--- src/rtl/descram_pkg.sv ---
// descram_pkg: shared state encoding and sizing helpers for the parallel descrambler
package descram_pkg;
  typedef enum logic [1:0] {ST_PRIME, ST_HUNT, ST_LOCKED} state_t;
  function automatic int prime_words(input int w, input int tap_b);
    return (tap_b + w - 1) / w;
  endfunction
  function automatic int cnt_width(input int lock_cnt, input int unlock_cnt);
    return $clog2((lock_cnt > unlock_cnt ? lock_cnt : unlock_cnt) + 1);
  endfunction
endpackage

--- src/rtl/descram_par_if.sv ---
// descram_par_if: scrambled-word input, descrambled-word output and lock status bundle
interface descram_par_if #(parameter int W = 4);
  logic         in_valid;
  logic [W-1:0] in_data;
  logic         resync;
  logic         out_valid;
  logic [W-1:0] out_data;
  logic         locked;
  logic         hunting;
  modport master (output in_valid, in_data, resync, input out_valid, out_data, locked, hunting);
  modport slave  (input in_valid, in_data, resync, output out_valid, out_data, locked, hunting);
endinterface

--- src/rtl/descram_core.sv ---
// descram_core: unrolled self-synchronous recurrence, one word of line bits per evaluation
module descram_core #(
  parameter int W     = 4,
  parameter int TAP_A = 2,
  parameter int TAP_B = 3
) (
  input  logic [TAP_B-1:0] hist_i,
  input  logic [W-1:0]     data_i,
  output logic [W-1:0]     out_o,
  output logic [TAP_B-1:0] hist_o
);
  // Line order runs from the MSB of cat downwards, so bit k sees its taps at k+TAP_A and k+TAP_B.
  logic [TAP_B+W-1:0] cat;
  assign cat = {hist_i, data_i};
  for (genvar i = 0; i < W; i++) begin : g_bit
    assign out_o[i] = cat[i] ^ cat[i+TAP_A] ^ cat[i+TAP_B];
  end
  assign hist_o = cat[TAP_B-1:0];
endmodule

--- src/rtl/descram_par.sv ---
// descram_par: parallel descrambler with priming, idle-based lock hunting and loss-of-lock detection
module descram_par import descram_pkg::*; #(
  parameter int W          = 4,
  parameter int TAP_A      = 2,
  parameter int TAP_B      = 3,
  parameter int LOCK_CNT   = 8,
  parameter int UNLOCK_CNT = 4
) (
  input logic         clk,
  input logic         rst,
  descram_par_if.slave bus
);
  localparam int P  = prime_words(W, TAP_B);
  localparam int PW = $clog2(P + 1);
  localparam int CW = cnt_width(LOCK_CNT, UNLOCK_CNT);
  state_t           state_q, state_d;
  logic [TAP_B-1:0] hist_q, hist_d, next_hist;
  logic [W-1:0]     out_data_q, out_data_d, core_out;
  logic             out_valid_q, out_valid_d, acc, out_zero;
  logic [PW-1:0]    prime_q, prime_d;
  logic [CW-1:0]    zero_q, zero_d, bad_q, bad_d;
  assign acc      = bus.in_valid & ~bus.resync;
  assign out_zero = out_data_q == '0;
  descram_core #(.W(W), .TAP_A(TAP_A), .TAP_B(TAP_B)) u_core (
    .hist_i (hist_q),
    .data_i (bus.in_data),
    .out_o  (core_out),
    .hist_o (next_hist)
  );
  // Lock tracking judges registered output words, so lock changes trail the deciding word by a cycle.
  always_comb begin
    state_d     = state_q;
    hist_d      = acc ? next_hist : hist_q;
    prime_d     = prime_q;
    zero_d      = zero_q;
    bad_d       = bad_q;
    out_valid_d = acc && (state_q != ST_PRIME);
    out_data_d  = out_valid_d ? core_out : out_data_q;
    if (bus.resync) begin
      state_d = ST_PRIME;
      hist_d  = '0;
      prime_d = '0;
      zero_d  = '0;
      bad_d   = '0;
    end else if (state_q == ST_PRIME) begin
      if (acc) begin
        prime_d = prime_q == PW'(P - 1) ? '0 : prime_q + PW'(1);
        state_d = prime_q == PW'(P - 1) ? ST_HUNT : ST_PRIME;
      end
    end else if (out_valid_q && state_q == ST_HUNT) begin
      zero_d = !out_zero ? '0 : zero_q == CW'(LOCK_CNT) ? zero_q : zero_q + CW'(1);
      if (zero_d == CW'(LOCK_CNT)) begin
        state_d = ST_LOCKED;
        zero_d  = '0;
        bad_d   = '0;
      end
    end else if (out_valid_q) begin
      bad_d = out_zero ? '0 : bad_q == CW'(UNLOCK_CNT) ? bad_q : bad_q + CW'(1);
      if (bad_d == CW'(UNLOCK_CNT)) begin
        state_d = ST_HUNT;
        zero_d  = '0;
        bad_d   = '0;
      end
    end
  end
  always_ff @(posedge clk) begin
    if (rst) begin
      state_q     <= ST_PRIME;
      hist_q      <= '0;
      prime_q     <= '0;
      zero_q      <= '0;
      bad_q       <= '0;
      out_valid_q <= 1'b0;
      out_data_q  <= '0;
    end else begin
      state_q     <= state_d;
      hist_q      <= hist_d;
      prime_q     <= prime_d;
      zero_q      <= zero_d;
      bad_q       <= bad_d;
      out_valid_q <= out_valid_d;
      out_data_q  <= out_data_d;
    end
  end
  assign bus.out_valid = out_valid_q;
  assign bus.out_data  = out_data_q;
  assign bus.locked    = state_q == ST_LOCKED;
  assign bus.hunting   = state_q == ST_HUNT;
endmodule

--- src/flat_wrapper.sv ---
// flat-port wrapper written by rule: the top's interface ports become plain ports
module descram_par_flat import descram_pkg::*;
#(
  parameter int W          = 4,
  parameter int TAP_A      = 2,
  parameter int TAP_B      = 3,
  parameter int LOCK_CNT   = 8,
  parameter int UNLOCK_CNT = 4
)
  (clk, rst, bus_in_valid, bus_in_data, bus_resync, bus_out_valid, bus_out_data, bus_locked, bus_hunting);
  descram_par_if #(.W(W)) bus_i ();
  input logic clk;
  input logic rst;
  input wire logic [$bits(bus_i.in_valid)-1:0] bus_in_valid;
  input wire logic [$bits(bus_i.in_data)-1:0] bus_in_data;
  input wire logic [$bits(bus_i.resync)-1:0] bus_resync;
  output wire logic [$bits(bus_i.out_valid)-1:0] bus_out_valid;
  output wire logic [$bits(bus_i.out_data)-1:0] bus_out_data;
  output wire logic [$bits(bus_i.locked)-1:0] bus_locked;
  output wire logic [$bits(bus_i.hunting)-1:0] bus_hunting;
  assign bus_i.in_valid = bus_in_valid;
  assign bus_i.in_data = bus_in_data;
  assign bus_i.resync = bus_resync;
  assign bus_out_valid = bus_i.out_valid;
  assign bus_out_data = bus_i.out_data;
  assign bus_locked = bus_i.locked;
  assign bus_hunting = bus_i.hunting;
  descram_par #(.W(W), .TAP_A(TAP_A), .TAP_B(TAP_B), .LOCK_CNT(LOCK_CNT), .UNLOCK_CNT(UNLOCK_CNT)) u_core (.clk(clk), .rst(rst), .bus(bus_i));
endmodule
--- config.mk ---
export PLATFORM = sky130hd
export DESIGN_NAME = descram_par_flat
export DESIGN_NICKNAME = d
export VERILOG_FILES = /design/src/rtl/descram_pkg.sv /design/src/rtl/descram_par_if.sv /design/src/rtl/descram_core.sv /design/src/rtl/descram_par.sv /design/src/flat_wrapper.sv
export SDC_FILE = /design/constraint.sdc
export NUM_CORES = 1
export LEC_CHECK = 0
export CORE_ASPECT_RATIO = 1.4
export CORE_MARGIN = 3
export CORE_UTILIZATION = 35
export CTS_BUF_LIST = sky130_fd_sc_hd__clkbuf_8 sky130_fd_sc_hd__clkbuf_16
export CTS_CLUSTER_DIAMETER = 40
export DETAILED_ROUTE_END_ITERATION = 10
export DONT_BUFFER_PORTS = 1
export PLACE_DENSITY = 0.55
export SLEW_MARGIN = 0
export SYNTH_ARGS = -nofsm -noshare
export SYNTH_HDL_FRONTEND = slang
export SYNTH_SLANG_ARGS = --single-unit
--- constraint.sdc ---
create_clock -name clk -period 2 [get_ports clk]
set_input_delay 0.2 -clock clk [delete_from_list [all_inputs] [get_ports clk]]
set_output_delay 0.2 -clock clk [all_outputs]
set_load 0.01 [all_outputs]
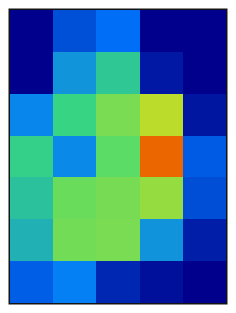
Run 1: placement density heat map
Drawn at 4 px/um. The die is cut into 5 by 7 equal tiles; dark blue is low, red is high, 0 to 100% covered.
nearly empty tiles = 17%
fullest tile = 88%
mean over tiles = 30%
tiles over 75% full = 2.9%
core utilization at floorplan: 38.1%
standard cell core area: 0.00296 sq mm
share of the core filled with cells: 41.5%

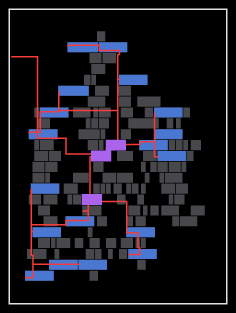
Run 1: clock wires, drivers and flops
Drawn at 4 px/um.
red -> clock wires  # length 244 um
purple -> cells driving clock nets  # count 3
blue -> flip-flops  # count 18
routed clock nets = 4
Clock Power: 0.000297 W
Insertion Delay late pin: 0.25 ns
Clock power frac: 42.4%
setup clock skew after layout: 0.00263 ns

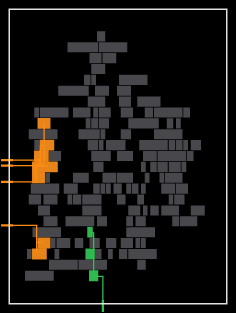
Run 1: wires at chosen ports, followed through buffers
Drawn at 4 px/um.
green -> bus_resync  # bits 1, direction input, edge bottom, end cells 3, buffers 0, wire 20.9 um
orange -> bus_in_data  # bits 4, direction input, edge left, end cells 8, buffers 0, wire 65.6 um
number of buffers inserted by port buffering: 0
Boundary Pins: 15

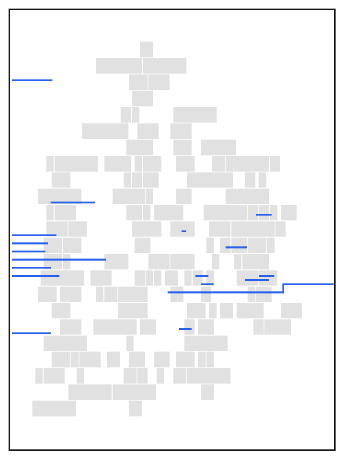
Run 1: signal wires on met3
Drawn at 6 px/um. Cells faint in the background.
main direction = horizontal
wire length on this layer = 113 um
met3 track demand over resource: 3.48%
Total Wirelength: 2560 um
via count: 951

## run 1: stage by stage
stage / util, % / area (sq um) / power (W)
finish: 41.5 / 1230 / 0.000700
global route: 41.5 / 1230 / 0.000729
CTS: 41.2 / 1220 / 0.000710
detailed placement: 39.3 / 1160 / 0.000412
global placement: 39.3 / 1160 / 0.000411
floorplan: - / 1130 / 0.000407
## run 1: sequential cells by signal, indices dropped and copies added (netlist names)
register and flops:
u_core.hist_q 3, u_core.bus.out_valid 1, u_core.bus.out_data 4, u_core.bad_q 4, u_core.state_q 2, u_core.zero_q 4
## run 1: power breakdown
group	switching (W)	total [W]	internal [W]
Sequential	0.00000367	0.000365	0.000361
Clock	0.000122	0.000297	0.000175
Combinational	0.0000177	0.0000380	0.0000203
## run 1: cells in the mapped netlist (all sizes together) (3+ instances only)
| library cell | n | area, sq um |
|---|---|---|
| xnor2 | 9 | 78.8 |
| inv | 7 | 26.3 |
| clkbuf | 5 | 21.3 |
| nor2 | 14 | 52.6 |
| nand2 | 7 | 26.3 |
| mux2i | 8 | 80.1 |
| ha | 4 | 50.1 |
| o31ai | 3 | 36.3 |
| nor2b | 4 | 25.0 |
| nand3b | 3 | 22.5 |
| nand3 | 7 | 35.0 |
| dfxtp | 18 | 360 |
| a21oi | 3 | 15.0 |
| a311oi | 3 | 32.5 |
## run 1: how the worst max path moves through the flow
stage / startpoint / to / slack, ns / cells after the start
floorplan: u_core.zero_q[0] / u_core.bad_q[3] / 0.15 / 6
global placement: u_core.zero_q[0] / u_core.bad_q[3] / 0.1 / 6
detailed placement: u_core.zero_q[0] / u_core.bad_q[3] / 0.02 / 6
CTS: u_core.zero_q[0] / u_core.bad_q[3] / 0.009 / 6
global route: u_core.bad_q[1] / u_core.zero_q[2] / 0.003 / 6
finish: u_core.bad_q[1] / u_core.zero_q[0] / 0.12 / 6
## run 1: layer usage
layer / GRT usage [%] / up-vias / routed length, um
li1: - / 469 / -
met1: 17.0 / 452 / 1030
met2: 25.3 / 26 / 1380
met3: 3.48 / 4 / 112
met4: 5.82 / 0 / 36
met5: 0 / - / 0
## run 1: cells by family (layout without fill, tap and decap cells)
| family | Yosys count | after routing |
|---|---|---|
| AND/OR/NAND/NOR | 47 | 47 |
| AND-OR/OR-AND | 28 | 28 |
| flip-flops | 18 | 18 |
| buffers and inverters | 13 | 13 |
| XOR/XNOR | 10 | 10 |
| multiplexers | 8 | 8 |
| adder cells (fa/ha/maj) | 4 | 4 |
## run 1: final cells by class
cell class | count | area share (%)
multi-input combinational | 97 | 58.9
sequential | 18 | 29.5
clock buffer | 4 | 4.48
tap | 37 | 3.76
inverter | 7 | 2.14
timing repair buffer | 2 | 1.22
==> Implementation_results.wiki, run 1 <==
== Implementation results ==
{| class="wikitable"
! Metric !! Value
|-
| Row Count || 23
|-
| Element type at the critical path end || flip-flop
|-
| Worst Hold Path EP || u_core.bus.out_data[0]
|-
| Flop and latch count out of synthesis || 18
|-
| Detailed-routing iteration count for the pre-antenna-repair pass || 4
|-
| Top cells excl fill/tap || 16 x sky130_fd_sc_hd__dfxtp_1, 14 x sky130_fd_sc_hd__nor2_1, 9 x sky130_fd_sc_hd__xnor2_1
|-
| # clock sinks || 18
|-
| Critical path class || flip-flop to flip-flop
|-
| Launch point of the worst hold path || rst
|-
| Area overhead of the layout relative to synthesis || 8.86%
|-
| Xor and xnor fraction of the mapped netlist area || between 7 and 8%
|-
| Setup repair after global routing missed its margin || false
|-
| Cell resize tally after clock tree synthesis || 0
|-
| Vias per cell || 5.76
|-
| Count of endpoints failing hold in the final timing report || 0
|-
| Logic area || 724 sq um
|-
| Cts bufs inserted || 3
|-
| Post-CTS Hold Fix Bufs || 0
|-
| Antenna violation net count after detailed routing || 0
|-
| Root cell of the clock tree || sky130_fd_sc_hd__clkbuf_8
|-
| Die Outline Area || 0.00396 sq mm
|-
| Cell total after placement || between 150 and 200
|-
| Most used DFF post-synth || sky130_fd_sc_hd__dfxtp_1
|-
| Startpoint type of the worst setup path || flip-flop
|-
| Max-Slew Margin vs Limit || 60.5%
|-
| Maximum number of pins on one net before global-route repair || 11
|-
| Share of cells above drive strength 1 || 11.7%
|-
| Endpoint of the worst register-to-register path || u_core.zero_q[0]
|-
| Top delay family on crit path || AND-OR/OR-AND gates
|-
| Synthesis warning total || 0
|-
| Deepest level of the CTS H-tree || 1
|-
| Mean instance size in the synthesized netlist || 8.83 sq um
|-
| Filler cell count in the final layout || 311
|-
| Largest stage delay on the critical path || 0.40 ns
|-
| Worst Tran Pin Value || approximately 0.59 ns
|-
| Total Routing Usage GR || 14.7%
|-
| Post-synthesis share of cell area spent on and-or and or-and gates || 21.7%
|-
| Commonest non-fill, non-tap cell in the layout || sky130_fd_sc_hd__dfxtp_1
|-
| Buf+Inv Stages, Crit Path || 1
|-
| Yosys stat area || 0.00113 sq mm
|-
| Top fanout value on the critical path || 5
|-
| Post-detailed-placement half-perimeter wirelength || 1990 um
|-
| Outcome || complete, no violations
|-
| Maximum Capacitance Violations || 0
|-
| First-pass GRT wire length || 4420 um
|-
| Cell with the largest stage delay on the worst path || sky130_fd_sc_hd__dfxtp_1
|-
| Number of nets in the layout || roughly 140
|-
| Diodes inserted || 0
|-
| Max-slew violation count || 0
|-
| DRC viols || 0
|-
| Min-Delay Path Depth || 1
|-
| Count of cell types in the netlist || 43
|-
| Worst-case vdd ir drop || 0.358 mV
|-
| Type of the worst min-delay path || primary input to flip-flop
|-
| RR Startpoint || u_core.bad_q[1]
|-
| Simple logic cell fraction of the synthesized area || 22.5%
|-
| Clock tree from TritonCTS || yes
|-
| Die span in y || 73.2 um
|-
| Wirelength per Cell || approximately 16 um
|-
| Floorplan Nets || 140
|-
| Combined flip-flop and latch cell area || roughly 360 sq um
|-
| Sequence of cells on the critical path || inv_1 -> ha_1 -> and4bb_1 -> a311o_1 -> a32o_1 -> a311oi_2
|-
| Ys async rst share || 0%
|-
| Number of flops mapped to enable cells by yosys || 0
|-
| Routability congestion estimate from global placement || 0.834
|-
| Width of the die || 54.0 um
|-
| Maximum count of clock buffers along a single path || 2
|-
| Finished Layout Cells || 165
|-
| Iteration-0 DRC count of the detailed router || 21
|-
| Reg2reg path depth || 6
|-
| Final clock period utilization by the worst path || 94.0%
|-
| Setup slack on the worst flop-to-flop path || 0.12 ns
|-
| WHS || 0.0121 ns
|-
| Min setup slack post-route || between 0.1 and 0.15 ns
|-
| Cell count listed in synth_stat.txt || 128
|-
| Adder and majority cell fraction of the synthesized area || ~4.4%
|-
| Clock slew seen by the registers of the worst setup and hold paths || 0.07 ns
|-
| Power density over cell area || 569 mW/mm^2
|-
| Highest clock frequency the design can meet || 532 MHz
|-
| Leak pwr || just over 0.4 nW
|-
| Number of global-route vias before repair || 958
|-
| Aggregate negative setup slack || 0 ns
|-
| Area fraction in mux cells || 7.09%
|-
| Crit path time final || 1.88 ns
|-
| Data arrival time of the critical path || 2.04 ns
|-
| Number of antenna violations at the first check in global routing || 0
|-
| Minimum setup slack after placement || 0.0182 ns
|-
| Cells after Synth || between 100 and 150
|}
--- run 2 (diff from run 1) ---
--- a/config.mk
+++ b/config.mk
@@ -5,6 +5,7 @@
 export SDC_FILE = /design/constraint.sdc
 export NUM_CORES = 1
 export LEC_CHECK = 0
+export CAP_MARGIN = 20
 export CORE_ASPECT_RATIO = 1.4
 export CORE_MARGIN = 3
 export CORE_UTILIZATION = 35
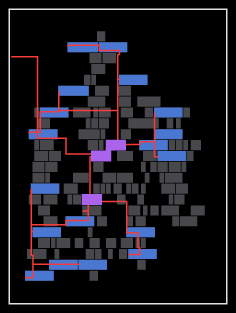
Run 2: clock wires, drivers and flops
Drawn at 4 px/um.
blue -> flip-flops  # count 18
red -> clock wires  # length 244 um
purple -> cells driving clock nets  # count 3
routed clock nets = 4

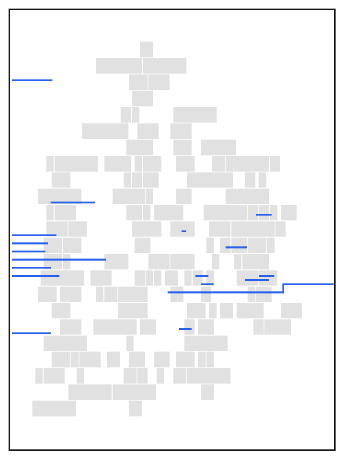
Run 2: signal wires on met3
Drawn at 6 px/um. Cells faint in the background.
longest straight run = 19.1 um
main direction = horizontal
share of all routed wire = 4.4%
nets with wire on the layer = 16

==> run 2 against run 1 <==
Net effect: sequential cell count is the same; cell area unchanged; worst hold slack unchanged; final cell count stayed put; critical path type unchanged; largest cell class unchanged; die size did not move.
==> Implementation_results.wiki, run 2 <==
== Implementation results ==
{| class="wikitable"
! Metric !! Value
|-
| Outcome || complete, no violations (unchanged)
|-
| Finish-stage setup viols || 0 (unchanged)
|-
| Total Wirelength || 2560 um (unchanged)
|-
| Width of the die || 54.0 um (unchanged)
|-
| Flop and latch count out of synthesis || 18 (unchanged)
|-
| Power density over cell area || 569 mW/mm^2 (unchanged)
|-
| Yosys stat area || 0.00113 sq mm (unchanged)
|-
| Share of the core filled with cells || 41.5% (unchanged)
|-
| Clock slew seen by the registers of the worst setup and hold paths || 0.07 ns (about the same)
|-
| Routability congestion estimate from global placement || 0.834 (unchanged)
|-
| Maximum count of clock buffers along a single path || 2 (unchanged)
|-
| Top cells excl fill/tap || 16 x sky130_fd_sc_hd__dfxtp_1, 14 x sky130_fd_sc_hd__nor2_1, 9 x sky130_fd_sc_hd__xnor2_1 (unchanged)
|-
| Synthesis warning total || 0 (unchanged)
|-
| Number of nets in the layout || 141 (unchanged)
|-
| Element type at the critical path end || flip-flop (unchanged)
|-
| # clock sinks || 18 (unchanged)
|-
| Type of the worst min-delay path || primary input to flip-flop (unchanged)
|-
| Number of antenna violations at the first check in global routing || 0 (unchanged)
|-
| Critical path class || flip-flop to flip-flop (unchanged)
|-
| Total grt overflow || 0 (unchanged)
|-
| Crit path time final || 1.88 ns (unchanged)
|-
| Number of buffers inserted by port buffering || 0 (unchanged)
|-
| Count of cell types in the netlist || 43 (unchanged)
|-
| Number of flops mapped to enable cells by yosys || 0 (unchanged)
|-
| Filler cell count in the final layout || 311 (unchanged)
|-
| Post-synth top area cell || sky130_fd_sc_hd__dfxtp_1 (unchanged)
|-
| Clock tree from TritonCTS || yes (unchanged)
|-
| Max-Slew Margin vs Limit || 60.5% (unchanged)
|-
| Via count || 951 (unchanged)
|-
| Startpoint type of the worst setup path || flip-flop (unchanged)
|-
| Cells after Synth || 128 (unchanged)
|-
| Area overhead of the layout relative to synthesis || 8.86% (unchanged)
|-
| Highest clock frequency the design can meet || 532 MHz (unchanged)
|-
| Combined flip-flop and latch cell area || 363 sq um (unchanged)
|-
| Setup slack on the worst flop-to-flop path || 0.12 ns (about the same)
|-
| Share of cells above drive strength 1 || 11.7% (unchanged)
|-
| Total Routing Usage GR || 14.7% (unchanged)
|-
| Count of endpoints failing hold in the final timing report || 0 (unchanged)
|-
| Placed cell area || 0.00116 sq mm (unchanged)
|-
| Tool warning count || 28 (unchanged)
|-
| Data arrival time of the critical path || 2.04 ns (about the same)
|-
| Cts bufs inserted || 3 (unchanged)
|-
| RR Startpoint || u_core.bad_q[1] (unchanged)
|-
| Final clock period utilization by the worst path || 94.0% (unchanged)
|-
| Proportion of netlist area held by the largest area contributor || 31.9% (unchanged)
|-
| Largest stage delay on the critical path || 0.40 ns (about the same)
|-
| Required time of the worst setup path || 2.16 ns (about the same)
|-
| Cell with the largest stage delay on the worst path || sky130_fd_sc_hd__dfxtp_1 (unchanged)
|-
| Launch point of the worst hold path || rst (unchanged)
|-
| Cell total after placement || 161 (unchanged)
|-
| Aggregate negative setup slack || 0 ns (unchanged)
|-
| Area of the mapped netlist || 0.00113 sq mm (unchanged)
|-
| Maximum number of pins on one net before global-route repair || 11 (unchanged)
|-
| Floorplan Nets || 140 (unchanged)
|-
| Deepest level of the CTS H-tree || 1 (unchanged)
|-
| Overall power of the completed layout || 0.000700 W (unchanged)
|-
| Register share after synthesis || 31.9% (unchanged)
|-
| Setup clock skew after layout || 0.00263 ns (unchanged)
|-
| Cell count listed in synth_stat.txt || 128 (unchanged)
|-
| Commonest non-fill, non-tap cell in the layout || sky130_fd_sc_hd__dfxtp_1 (unchanged)
|-
| Top cells by area in the synthesized netlist || sky130_fd_sc_hd__dfxtp_1 32%, sky130_fd_sc_hd__mux2i_1 7.1%, sky130_fd_sc_hd__xnor2_1 7.0%, sky130_fd_sc_hd__nor2_1 4.7%, sky130_fd_sc_hd__ha_1 4.4% (unchanged)
|-
| Most used DFF post-synth || sky130_fd_sc_hd__dfxtp_1 (unchanged)
|-
| Standard cell core area || 0.00296 sq mm (unchanged)
|-
| Finished Layout Cells || 165 (unchanged)
|-
| Ys async rst share || 0% (unchanged)
|-
| Setup repair after global routing missed its margin || false (unchanged)
|-
| Row Count || 23 (unchanged)
|-
| Diodes inserted || 0 (unchanged)
|-
| Worst Tran Pin Value || 0.588 ns (unchanged)
|-
| Number of global-route vias before repair || 958 (unchanged)
|-
| Antenna violation net count after detailed routing || 0 (unchanged)
|-
| Worst-case vdd ir drop || 0.358 mV (unchanged)
|-
| Iteration-0 DRC count of the detailed router || 21 (unchanged)
|-
| Ranking of synthesized cells by instance count || 18 x sky130_fd_sc_hd__dfxtp_1, 14 x sky130_fd_sc_hd__nor2_1, 9 x sky130_fd_sc_hd__xnor2_1 (unchanged)
|-
| Most common cell in the netlist || sky130_fd_sc_hd__dfxtp_1 (unchanged)
|-
| Top fanout value on the critical path || 5 (unchanged)
|-
| Finished layout cell area || 0.00123 sq mm (unchanged)
|-
| Detailed-routing iteration count for the pre-antenna-repair pass || 4 (unchanged)
|-
| Post-detailed-placement half-perimeter wirelength || 1990 um (unchanged)
|-
| Root cell of the clock tree || sky130_fd_sc_hd__clkbuf_8 (unchanged)
|-
| Leak pwr || 0.416 nW (unchanged)
|-
| Wirelength per Cell || 15.5 um (unchanged)
|-
| First-pass GRT wire length || 4420 um (unchanged)
|-
| Max-slew violation count || 0 (unchanged)
|-
| Critical path origin || u_core.bad_q[1] (unchanged)
|-
| Die span in y || 73.2 um (unchanged)
|-
| Core utilization at floorplan || 38.1% (unchanged)
|-
| Mean instance size in the synthesized netlist || 8.83 sq um (unchanged)
|-
| Vias per cell || 5.76 (unchanged)
|-
| Insertion Delay late pin || 0.25 ns (about the same)
|-
| DRC viols || 0 (unchanged)
|-
| Sequence of cells on the critical path || inv_1 -> ha_1 -> and4bb_1 -> a311o_1 -> a32o_1 -> a311oi_2 (unchanged)
|-
| Maximum Capacitance Violations || 0 (unchanged)
|-
| Logic area || 724 sq um (unchanged)
|-
| Post-CTS Setup Inserts || 0 (unchanged)
|-
| Die Outline Area || 0.00396 sq mm (unchanged)
|-
| Boundary Pins || 15 (unchanged)
|}
## run 2: layout make-up
class,instances,share of cell area (%)
Multi-Input combinational cell,97,58.9
Tap cell,37,3.76
Timing Repair Buffer,2,1.22
Sequential cell,18,29.5
Clock buffer,4,4.48
Inverter,7,2.14
## run 2: per-stage QoR
| step | setup WS [ns] | hold WS (ns) |
|---|---|---|
| 3_5_place_dp | 0.0182 | 0.276 |
| 2_1_floorplan | 0.151 | 0.272 |
| 3_3_place_gp | 0.0965 | 0.273 |
| 4_1_cts | 0.00854 | 0.00551 |
| 5_1_grt | 0.00254 | 0.00170 |
| 6_report | 0.119 | 0.0121 |
## run 2: power breakdown
group | switching (W) | total, W | leakage (nW) | internal, W
Clock | 0.000122 | 0.000297 | 0.0288 | 0.000175
Combinational | 0.0000177 | 0.0000380 | 0.241 | 0.0000203
Sequential | 0.00000367 | 0.000365 | 0.146 | 0.000361
## run 2: cell families (layout without fill, tap and decap cells)
logic type / Yosys count / count (layout) / share of synthesized area, %
buf+inv: 13 / 13 / 4.65
flops: 18 / 18 / 31.9
xor+xnor: 10 / 10 / 7.75
mux: 8 / 8 / 7.09
fa+ha+maj: 4 / 4 / 4.43
compound gates: 28 / 28 / 21.7
simple gates: 47 / 47 / 22.5
## run 2: worst paths after layout
path | end | cells after the start
max reg2reg | u_core.zero_q[0] | 6
max | u_core.zero_q[0] | 6
min reg2reg | u_core.zero_q[0] | 1
min | u_core.bus.out_data[0] | 1
## run 2: routing by layer
layer / GRT usage [%] / vias up / wire [um]
li1: - / 469 / -
met1: 17.0 / 452 / 1030
met2: 25.3 / 26 / 1380
met3: 3.48 / 4 / 112
met4: 5.82 / 0 / 36
met5: 0 / - / 0
## run 2: repair_timing
item | 4_1_cts | 5_1_grt
endpoints found under the hold margin | 0 | 0
setup endpoints to repair | 0 | 5
gates resized | 0 | 4
hold buffers | 0 | 0
## run 2: critical path, delay by kind of cell (launching register included)
| kind | cells | cell delay [ns] |
|---|---|---|
| adders and majority gates | 1 | 0.20 |
| and+or+nand+nor | 1 | 0.21 |
| buffers and inverters | 1 | 0.08 |
| DFF | 1 | 0.40 |
| AOI/OAI and AO/OA | 3 | 0.90 |
--- run 3 (diff from run 2) ---
--- a/config.mk
+++ b/config.mk
@@ -13,7 +13,8 @@
 export CTS_CLUSTER_DIAMETER = 40
 export DETAILED_ROUTE_END_ITERATION = 10
 export DONT_BUFFER_PORTS = 1
-export PLACE_DENSITY = 0.55
+export MAX_ROUTING_LAYER = met4
+export PLACE_DENSITY = 0.53
 export SLEW_MARGIN = 0
 export SYNTH_ARGS = -nofsm -noshare
 export SYNTH_HDL_FRONTEND = slang
==> constraint.sdc (replaced) <==
create_clock -name clk -period 2.05 [get_ports clk]
set_input_delay 0.205 -clock clk [delete_from_list [all_inputs] [get_ports clk]]
set_output_delay 0.205 -clock clk [all_outputs]
set_load 0.01 [all_outputs]
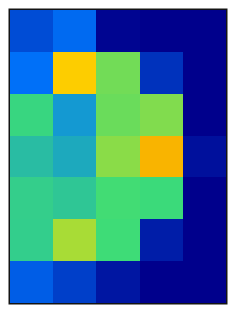
Run 3: placement density heat map
Drawn at 4 px/um. The die is cut into 5 by 7 equal tiles; dark blue is low, red is high, 0 to 100% covered.
nearly empty tiles = 26%
tiles over 75% full = 5.7%
mean over tiles = 29%
emptiest ninth of the die = bottom right
fullest tile = 80%
share of the core filled with cells: 40.5%

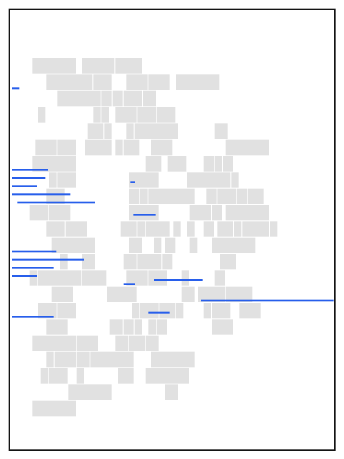
Run 3: signal wires on met3
Drawn at 6 px/um. Cells faint in the background.
main direction = horizontal
wire length on this layer = 112 um
longest straight run = 21.8 um
Total Wirelength: 2440 um
met3 track demand over resource: 3.68%
via count: 942

==> run 3 against run 2 <==
Net effect: global-route usage increased by 0.14 points; core utilization decreased by 1.0 points; clock-buffer cell count decreased by 1; register-to-register slack improved by 0.02 ns; cell area decreased by 2.4%; clock skew about the same; worst hold slack about the same; sequential power decreased by 2%; power decreased by 8.4%; routed wire length decreased by 5.0%; non-clock buffer count decreased by 1; critical path type unchanged; critical endpoint unchanged.
==> Implementation_results.wiki, run 3 <==
== Implementation results ==
{| class="wikitable"
! Metric !! Value
|-
| Outcome || complete, no violations (unchanged)
|-
| Most common cell in the netlist || sky130_fd_sc_hd__dfxtp_1 (unchanged)
|-
| Total grt overflow || 0 (unchanged)
|-
| Diodes inserted || 0 (unchanged)
|-
| Filler cell count in the final layout || 304 (was 311)
|-
| Count of endpoints failing hold in the final timing report || 0 (unchanged)
|-
| Area fraction in mux cells || 7.09% (unchanged)
|-
| Synthesis warning total || 0 (unchanged)
|-
| Number of antenna violations at the first check in global routing || 0 (unchanged)
|-
| Leak pwr || 0.402 nW (was 0.416 nW)
|-
| # clock sinks || 18 (unchanged)
|-
| Max-Slew Margin vs Limit || 63.0% (was 60.5%)
|-
| Finished layout cell area || 0.00120 sq mm (was 0.00123 sq mm)
|-
| Switching share of power || 21.5% (was 20.5%)
|-
| Flop and latch count out of synthesis || 18 (unchanged)
|-
| Mean instance size in the synthesized netlist || 8.83 sq um (unchanged)
|-
| Largest stage delay on the critical path || 0.40 ns (about the same)
|-
| Area of the mapped netlist || 0.00113 sq mm (unchanged)
|-
| Startpoint type of the worst setup path || flip-flop (unchanged)
|-
| Ys async rst share || 0% (unchanged)
|-
| Tool warning count || 28 (unchanged)
|-
| Deepest level of the CTS H-tree || 1 (unchanged)
|-
| Number of flops mapped to enable cells by yosys || 0 (unchanged)
|-
| Top fanout value on the critical path || 5 (unchanged)
|-
| Maximum number of pins on one net before global-route repair || 11 (unchanged)
|-
| Worst Tran Pin Value || 0.550 ns (was 0.588 ns)
|-
| Placed cell area || 0.00116 sq mm (about the same)
|-
| Commonest non-fill, non-tap cell in the layout || sky130_fd_sc_hd__dfxtp_1 (unchanged)
|-
| Vias per cell || 5.78 (was 5.76)
|-
| Die Outline Area || 0.00396 sq mm (unchanged)
|-
| Aggregate negative setup slack || 0 ns (unchanged)
|-
| Die span in y || 73.2 um (unchanged)
|-
| Met2 routed WL || 1300 um (was 1380 um)
|-
| Power density over cell area || 534 mW/mm^2 (was 569 mW/mm^2)
|-
| Cell count listed in synth_stat.txt || 128 (unchanged)
|-
| Number of nets in the layout || 140 (was 141)
|-
| Post-CTS Setup Inserts || 0 (unchanged)
|-
| Post-CTS Hold Fix Bufs || 0 (unchanged)
|-
| Clock power frac || 38.5% (was 42.4%)
|-
| Register share after synthesis || 31.9% (unchanged)
|-
| Maximum Capacitance Violations || 0 (unchanged)
|-
| Data arrival time of the critical path || 2.07 ns (was 2.04 ns)
|-
| Xor and xnor fraction of the mapped netlist area || 7.75% (unchanged)
|-
| Pint || 0.000503 W (was 0.000556 W)
|-
| Width of the die || 54.0 um (unchanged)
|-
| Element type at the critical path end || flip-flop (unchanged)
|-
| Setup repair after global routing missed its margin || false (unchanged)
|-
| Count of cell types in the netlist || 43 (unchanged)
|-
| Switching component of the power || 0.000138 W (was 0.000144 W)
|-
| Ranking of synthesized cells by instance count || 18 x sky130_fd_sc_hd__dfxtp_1, 14 x sky130_fd_sc_hd__nor2_1, 9 x sky130_fd_sc_hd__xnor2_1 (unchanged)
|-
| DRC viols || 0 (unchanged)
|-
| Post-synth top area cell || sky130_fd_sc_hd__dfxtp_1 (unchanged)
|-
| Simple logic cell fraction of the synthesized area || 22.5% (unchanged)
|-
| Cell resize tally after clock tree synthesis || 1 (was 0)
|-
| Row Count || 23 (unchanged)
|-
| Routability congestion estimate from global placement || 0.831 (was 0.834)
|-
| Cells after Synth || 128 (unchanged)
|-
| Root cell of the clock tree || sky130_fd_sc_hd__clkbuf_8 (unchanged)
|-
| Antenna violation net count after detailed routing || 0 (unchanged)
|-
| Adder and majority cell fraction of the synthesized area || 4.43% (unchanged)
|}
==> run 3: cell families (layout without fill, tap and decap cells) <==
kind of cell	count (synthesis)	after routing
and+or+nand+nor	47	47
AOI/OAI and AO/OA	28	28
DFF	18	18
buffers and inverters	13	11
muxes	8	8
xor gates and xnor gates	10	10
adders and majority gates	4	4
==> run 3: power groups by stage <==
stage	Clock, W	Combinational (W)	Sequential [W]
global placement	0	0.0000380	0.000364
CTS	0.000257	0.0000385	0.000356
finish	0.000247	0.0000378	0.000356
global route	0.000271	0.0000418	0.000356
detailed placement	0	0.0000384	0.000364
floorplan	0	0.0000343	0.000363
==> run 3: stage by stage <==
step                      std cells  hold WS, ns  setup slack [ns]  total power, W  util (%)
after floorplan                 128        0.277             0.201        0.000397         -
after global placement          160        0.278             0.127        0.000402      39.0
after detailed placement        160        0.279           0.00597        0.000403      39.0
after CTS                       163      0.00750            0.0681        0.000651      40.4
after global routing            163      0.00457            0.0333        0.000669      40.5
final                           163       0.0126             0.135        0.000641      40.5
==> run 3: area by class of cell <==
cell class	count	area [sq um]	area share, %
multi-input combinational	97	717	59.7
sequential	18	362	30.1
tap	37	46.3	3.86
clock buffer	3	41.3	3.44
inverter	7	26.3	2.19
timing repair buffer	1	7.51	0.626
==> run 3: path summary, 6_finish.rpt <==
path                    start                   end  slack, ns  cells past startpoint
min reg2reg  u_core.zero_q[0]      u_core.zero_q[0]       0.53                      1
min                       rst  u_core.bus.out_valid       0.01                      1
max           u_core.bad_q[1]      u_core.zero_q[0]       0.14                      6
max reg2reg   u_core.bad_q[1]      u_core.zero_q[0]       0.14                      6
==> run 3: worst max-delay path, delay by kind of cell (launching register included) <==
kind | cells | cell delay, ns
AOI/OAI and AO/OA | 3 | 0.91
DFF | 1 | 0.40
buffers and inverters | 1 | 0.08
adders and majority gates | 1 | 0.21
and+or+nand+nor | 1 | 0.21
==> run 3: per-layer routing <==
| layer | global-route usage, % | vias to the layer above |
|---|---|---|
| li1 | - | 466 |
| met1 | 15.5 | 452 |
| met2 | 25.9 | 19 |
| met3 | 3.68 | 5 |
| met4 | 6.09 | 0 |
| met5 | - | - |
No activity file was given, so power comes from the tool's default toggle rates.
